`src/rtl/io_display_unit.sv`:
```
// I/O display unit: input snapshot register, sticky error flag, and a signed binary-to-BCD
// display converter. Define IO_DISPLAY_BLANK_EN to blank leading zero digits and the positive sign.
module io_display_unit #(
    parameter int N_IN   = 7,
    parameter int WIDTH  = 8,
    parameter int DIGITS = 3
) (
    input  logic                  clk,
    input  logic                  reset,
    input  logic [N_IN*WIDTH-1:0] indata,
    input  logic                  sample,
    output logic [N_IN*WIDTH-1:0] indata_q,
    input  logic [WIDTH-1:0]      result,
    input  logic                  result_valid,
    input  logic                  overflow_in,
    input  logic                  stack_error_in,
    input  logic                  error_clear,
    output logic                  busy,
    output logic                  done,
    output logic                  error,
    output logic [3:0]            seg_sign,
    output logic [4*DIGITS-1:0]   seg_digits
);

    localparam int CW = $clog2(WIDTH + 1);
    localparam logic [CW-1:0] LAST = CW'(WIDTH - 1);

    typedef enum logic [1:0] {S_IDLE, S_SHIFT, S_DONE} state_t;

    state_t                state_q, state_d;
    logic [CW-1:0]         cnt_q;
    logic                  sign_q;
    logic [WIDTH-1:0]      mag_q;
    logic [4*DIGITS-1:0]   bcd_q, bcd_adj, bcd_shift;
    logic                  done_q;
    logic                  error_q, error_d, cause;
    logic [3:0]            seg_sign_q, disp_sign;
    logic [4*DIGITS-1:0]   seg_digits_q, disp;

    // State register
    always_ff @(posedge clk) begin
        if (reset) state_q <= S_IDLE;
        else       state_q <= state_d;
    end

    // Next-state logic
    always_comb begin
        state_d = state_q;
        case (state_q)
            S_IDLE:  if (result_valid) state_d = S_SHIFT;
            S_SHIFT: if (cnt_q == LAST) state_d = S_DONE;
            S_DONE:  state_d = S_IDLE;
            default: state_d = S_IDLE;
        endcase
    end

    // Outputs
    always_comb begin
        busy       = (state_q != S_IDLE);
        done       = done_q;
        error      = error_q;
        seg_sign   = seg_sign_q;
        seg_digits = seg_digits_q;
    end

    always_comb begin
        cause = overflow_in | stack_error_in;
        for (int k = 0; k < N_IN; k++)
            cause = cause | indata_q[k*WIDTH + WIDTH - 1];
    end

    // A new cause outranks a same-cycle clear
    assign error_d = cause | (error_q & ~error_clear);

    // Double-dabble step: add 3 to every nibble >= 5, then shift in the next magnitude bit
    always_comb begin
        bcd_adj = bcd_q;
        for (int i = 0; i < DIGITS; i++)
            if (bcd_q[4*i +: 4] >= 4'd5) bcd_adj[4*i +: 4] = bcd_q[4*i +: 4] + 4'd3;
    end
    assign bcd_shift = {bcd_adj[4*DIGITS-2:0], mag_q[WIDTH-1]};

    always_comb begin
        disp      = bcd_q;
        disp_sign = sign_q ? 4'hF : 4'h0;
`ifdef IO_DISPLAY_BLANK_EN
        begin
            logic lead;
            lead = 1'b1;
            for (int i = DIGITS - 1; i >= 1; i--) begin
                if (bcd_q[4*i +: 4] != 4'd0) lead = 1'b0;
                if (lead) disp[4*i +: 4] = 4'hA;
            end
            if (!sign_q) disp_sign = 4'hA;
        end
`endif
    end

    always_ff @(posedge clk) begin
        if (reset) begin
            indata_q     <= '0;
            error_q      <= 1'b0;
            cnt_q        <= '0;
            sign_q       <= 1'b0;
            mag_q        <= '0;
            bcd_q        <= '0;
            done_q       <= 1'b0;
            seg_sign_q   <= 4'h0;
            seg_digits_q <= '0;
        end else begin
            if (sample) indata_q <= indata;
            error_q <= error_d;
            done_q  <= (state_q == S_DONE);
            case (state_q)
                S_IDLE: if (result_valid) begin
                    sign_q <= result[WIDTH-1];
                    // Unsigned view makes the most-negative value come out as 2^(WIDTH-1)
                    mag_q  <= result[WIDTH-1] ? -result : result;
                    bcd_q  <= '0;
                    cnt_q  <= '0;
                end
                S_SHIFT: begin
                    bcd_q <= bcd_shift;
                    mag_q <= {mag_q[WIDTH-2:0], 1'b0};
                    cnt_q <= cnt_q + 1'b1;
                end
                S_DONE: begin
                    seg_sign_q   <= disp_sign;
                    seg_digits_q <= disp;
                end
                default: ;
            endcase
        end
    end

endmodule

```
`config.mk`:
```
export PLATFORM = sky130hd
export DESIGN_NAME = io_display_unit
export DESIGN_NICKNAME = d
export VERILOG_FILES = /design/src/rtl/io_display_unit.sv
export SDC_FILE = /design/constraint.sdc
export NUM_CORES = 1
export LEC_CHECK = 0
export CORE_UTILIZATION = 45
export DETAILED_ROUTE_END_ITERATION = 10
export PLACE_DENSITY = 0.92
export SETUP_SLACK_MARGIN = 0.5
export SLEW_MARGIN = 15
export SYNTH_ARGS = -nofsm -noshare
export SYNTH_HDL_FRONTEND = slang
export SYNTH_SLANG_ARGS = --single-unit
```
`constraint.sdc`:
```
create_clock -name clk -period 2.88 [get_ports clk]
set_input_delay 0.576 -clock clk [delete_from_list [all_inputs] [get_ports clk]]
set_output_delay 0.576 -clock clk [all_outputs]
set_load 0.02 [all_outputs]
```
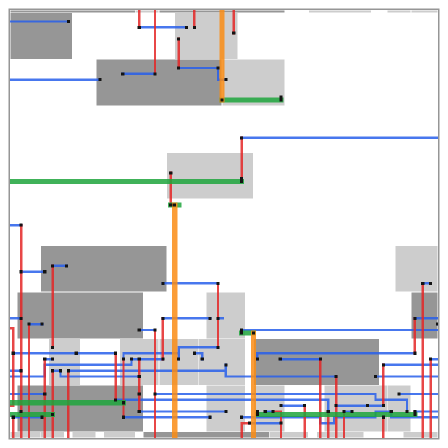
Run 1: layout detail
Region (35, 35) to (60, 60) µm. Cells in grey, sequential cells in the stronger grey; small squares are vias.
red -> M2
green -> M3
blue -> M1
orange -> M4
netlist names of flops here include = `state_q` (2)
cells with their middle in the window = 18
most frequent = dfxtp_1 (5), nor2b_1 (2), nand2b_1 (2)
sequential cells in the window = 5

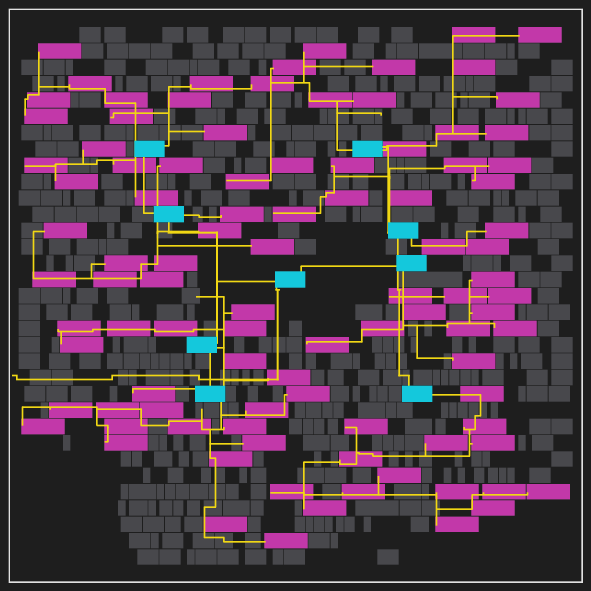
Run 1: clock distribution
Drawn at 6 px/µm.
magenta -> flip-flops  # count 98
yellow -> clock wires  # length 1030 µm
cyan -> clock-net drivers  # count 9
routed clock nets = 10
flops lie = spread over the die
worst-skew pair later-pin latency: 0.35 ns
power dissipated in the clock network: 851 µW

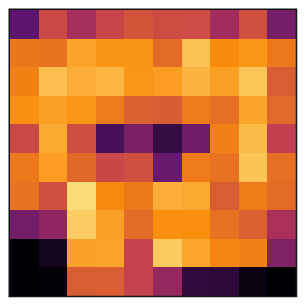
Run 1: cell area per tile
Drawn at 3 px/µm. The die is cut into 10 by 10 equal tiles; black is low, pale yellow is high, 0 to 100% covered.
mean over tiles = 60%
tiles over 75% full = 32%
nearly empty tiles = 4.0%
fullest tile = 92%
effective utilization at floorplan: 47.1%
Core Region: 8300 µm²
post-layout util: 67.5%

==> CHANGELOG.md, run 1 <==
### Implementation results

- Count of H-tree levels built during CTS: 3
- Setup ws final: roughly 0.68 ns
- Clock power frac: 31.0%
- Result of the run: finished clean
- Power attributed to combinational cells: ~450 µW
- Horizontal die dimension: 95.2 µm
- IO buf count: 145
- Synthesized area divided by synthesized cell count: approximately 9.4 µm²
- Share of total power in combinational logic: approximately 16%
- Fraction of area in multi-input gates: a little under a third
- Unrepaired setup endpoints after global routing: false
- Post-layout min period: 2.20 ns
- Largest cells by area after synthesis: dfxtp_1 (50%), mux2i_1 (15%), nor2_1 (6.2%), a21oi_1 (4.1%), nand2_1 (3.4%)
- Most numerous cell in the Yosys netlist: dfxtp_1
- Seq/total area: between 30% and 40%
- Worst-path cell with the longest stage delay: clkdlybuf4s50_1
- Register bank with the most flops: indata_q
- Number of instances in the synthesized netlist: about 420
- Register area: around 2000 µm²
- Nature of the critical path startpoint: flop
- Leakage power summed over all cells: around 2.2 nW
- Final instance area: around 5600 µm²
- Cell Rows: 33
- Met2 track demand over resource in global routing: 36.8%
- DRC violations left: 0
- Count of nets left with antenna violations after detail routing: 0
- Synthesized flop and latch total: 98
- Non-CTS inverters: 11
- CP Max Fanout: 7
- Nets@finish: roughly 630
- Share of synthesized area spent on multiplexers: between 10% and 20%
- Maximum capacitance violations: 0
- Well-Tap Cells: between 100 and 150
- Non-clock buffer instance count of the final layout: between 100 and 150
- First-pass GRT wire length: approximately 15000 µm
- Max Root-Sink Buffers: 2
Run 1, placement by cell class:
Drawn at 4 px/µm. Fill, decap, tap and diode cells in grey.
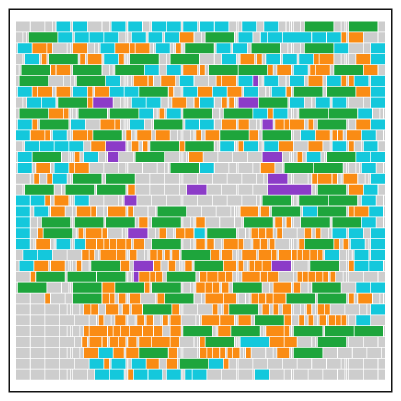

==> inputs of run 2 (changes only) <==
Settings changed: CORE_UTILIZATION 45 to 44, PLACE_DENSITY 0.92 to 0.91.
Clock period 2.88 ns to 2.2 ns, I/O delays scaled along.
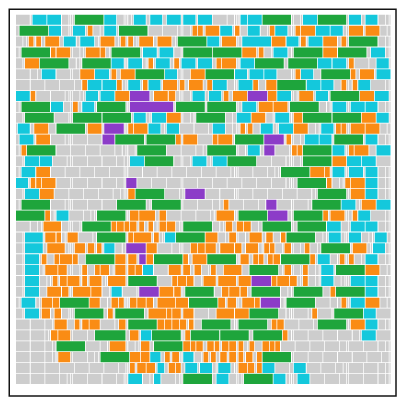
Run 2: placement by cell class
Drawn at 4 px/µm. Fill, decap, tap and diode cells in grey.
green -> registers  # cells 98
cyan -> remaining buffers and delay cells  # cells 153
orange -> remaining logic cells  # cells 291
purple -> clock drivers and dummy loads  # cells 16
final instance area: 5560 µm²
post-layout util: 64.1%

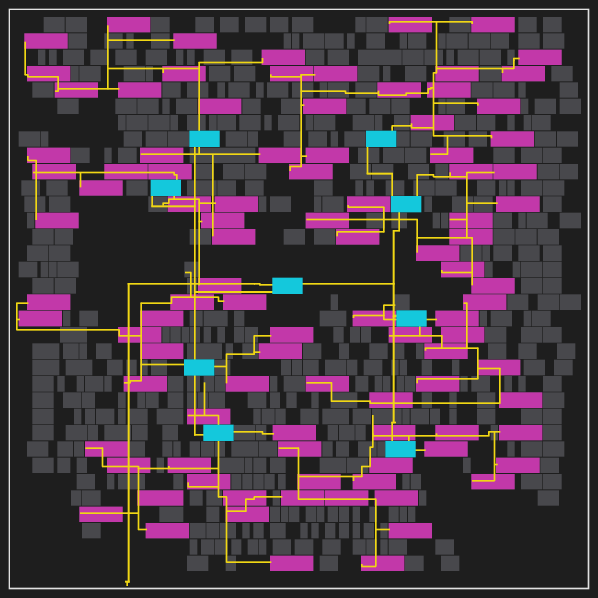
Run 2: clock distribution
Drawn at 6 px/µm.
yellow -> clock wires  # length 1090 µm
magenta -> flip-flops  # count 98
cyan -> clock-net drivers  # count 9
routed clock nets = 10
flops lie = spread over the die
power dissipated in the clock network: 1.18 mW
Clock power frac: 32.7%
worst-skew pair later-pin latency: 0.36 ns
Clock Skews: 0.0135 ns

==> run 2 against run 1 <==
Effect of this change: routed wire length is 0.98% lower; non-clock buffer count is 4 higher; sequential cell count stayed put; clock power is 39% higher; sequential share of layout area is 0.27 points higher; register-to-register slack worse by 0.66 ns; hold slack worse by 0.015 ns; sequential power is about 30% higher; via count is 0.29% lower; critical path type is now input port to flop; highest routed layer unchanged.
==> CHANGELOG.md, run 2 <==
### Implementation results

- Horizontal die dimension: slightly below 100 µm
- Maximum capacitance violations: 0
- Setup ws final: about 0.54 ns
- Register bank with the most flops: indata_q
- Seq/total area: a little over a third
- Tally of OpenROAD warnings: 30
- Fraction of area in multi-input gates: 32.3%
- Max Freq: about 0.60 GHz
- Crit. path cell count: 4
- CTS buffer count: 9
- Leakage power summed over all cells: between 2 and 3 nW
- Synthesized area divided by synthesized cell count: between 9 and 10 µm²
- Number of instances in the synthesized netlist: 416
- Non-clock buffer instance count of the final layout: 153
- Max Root-Sink Buffers: 2
- IO buf count: approximately 150
- Register area: slightly below 2000 µm²
- Post-layout min period: approximately 1.7 ns
- Result of the run: finished clean
- Endpoint required time on the critical path: approximately 2.5 ns
- Kind of critical path: input port to flop
- Top cells by count: dfxtp_1 (98), nor2_1 (65), mux2i_1 (60)
- DRC violations left: 0
- Count of nets left with antenna violations after detail routing: 0
- Met2 track demand over resource in global routing: roughly 36%
- CP Max Fanout: 5
- Power attributed to combinational cells: roughly 550 µW
- Worst-path cell with the longest stage delay: or4_1
- Non-CTS inverters: 11
- Synthesized flop and latch total: 98
- Count of H-tree levels built during CTS: 3
- Nets@finish: 632
- Unrepaired setup endpoints after global routing: false
- Most utilized layer in the global route result: met2
- Core Region: 8680 µm²
- Cell Rows: 34
- Nature of the critical path startpoint: input port
- Most numerous cell in the Yosys netlist: dfxtp_1
- Largest net degree at the start of global routing: 57
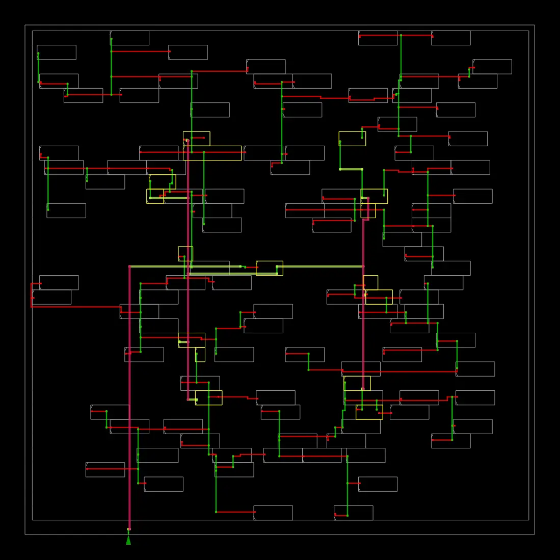
Run 2: the clock network
total of clock buffers placed in the layout: 10
number of clock sinks: 98
number of flip-flops and latches: 98

Power is estimated from default activity; no workload was simulated.
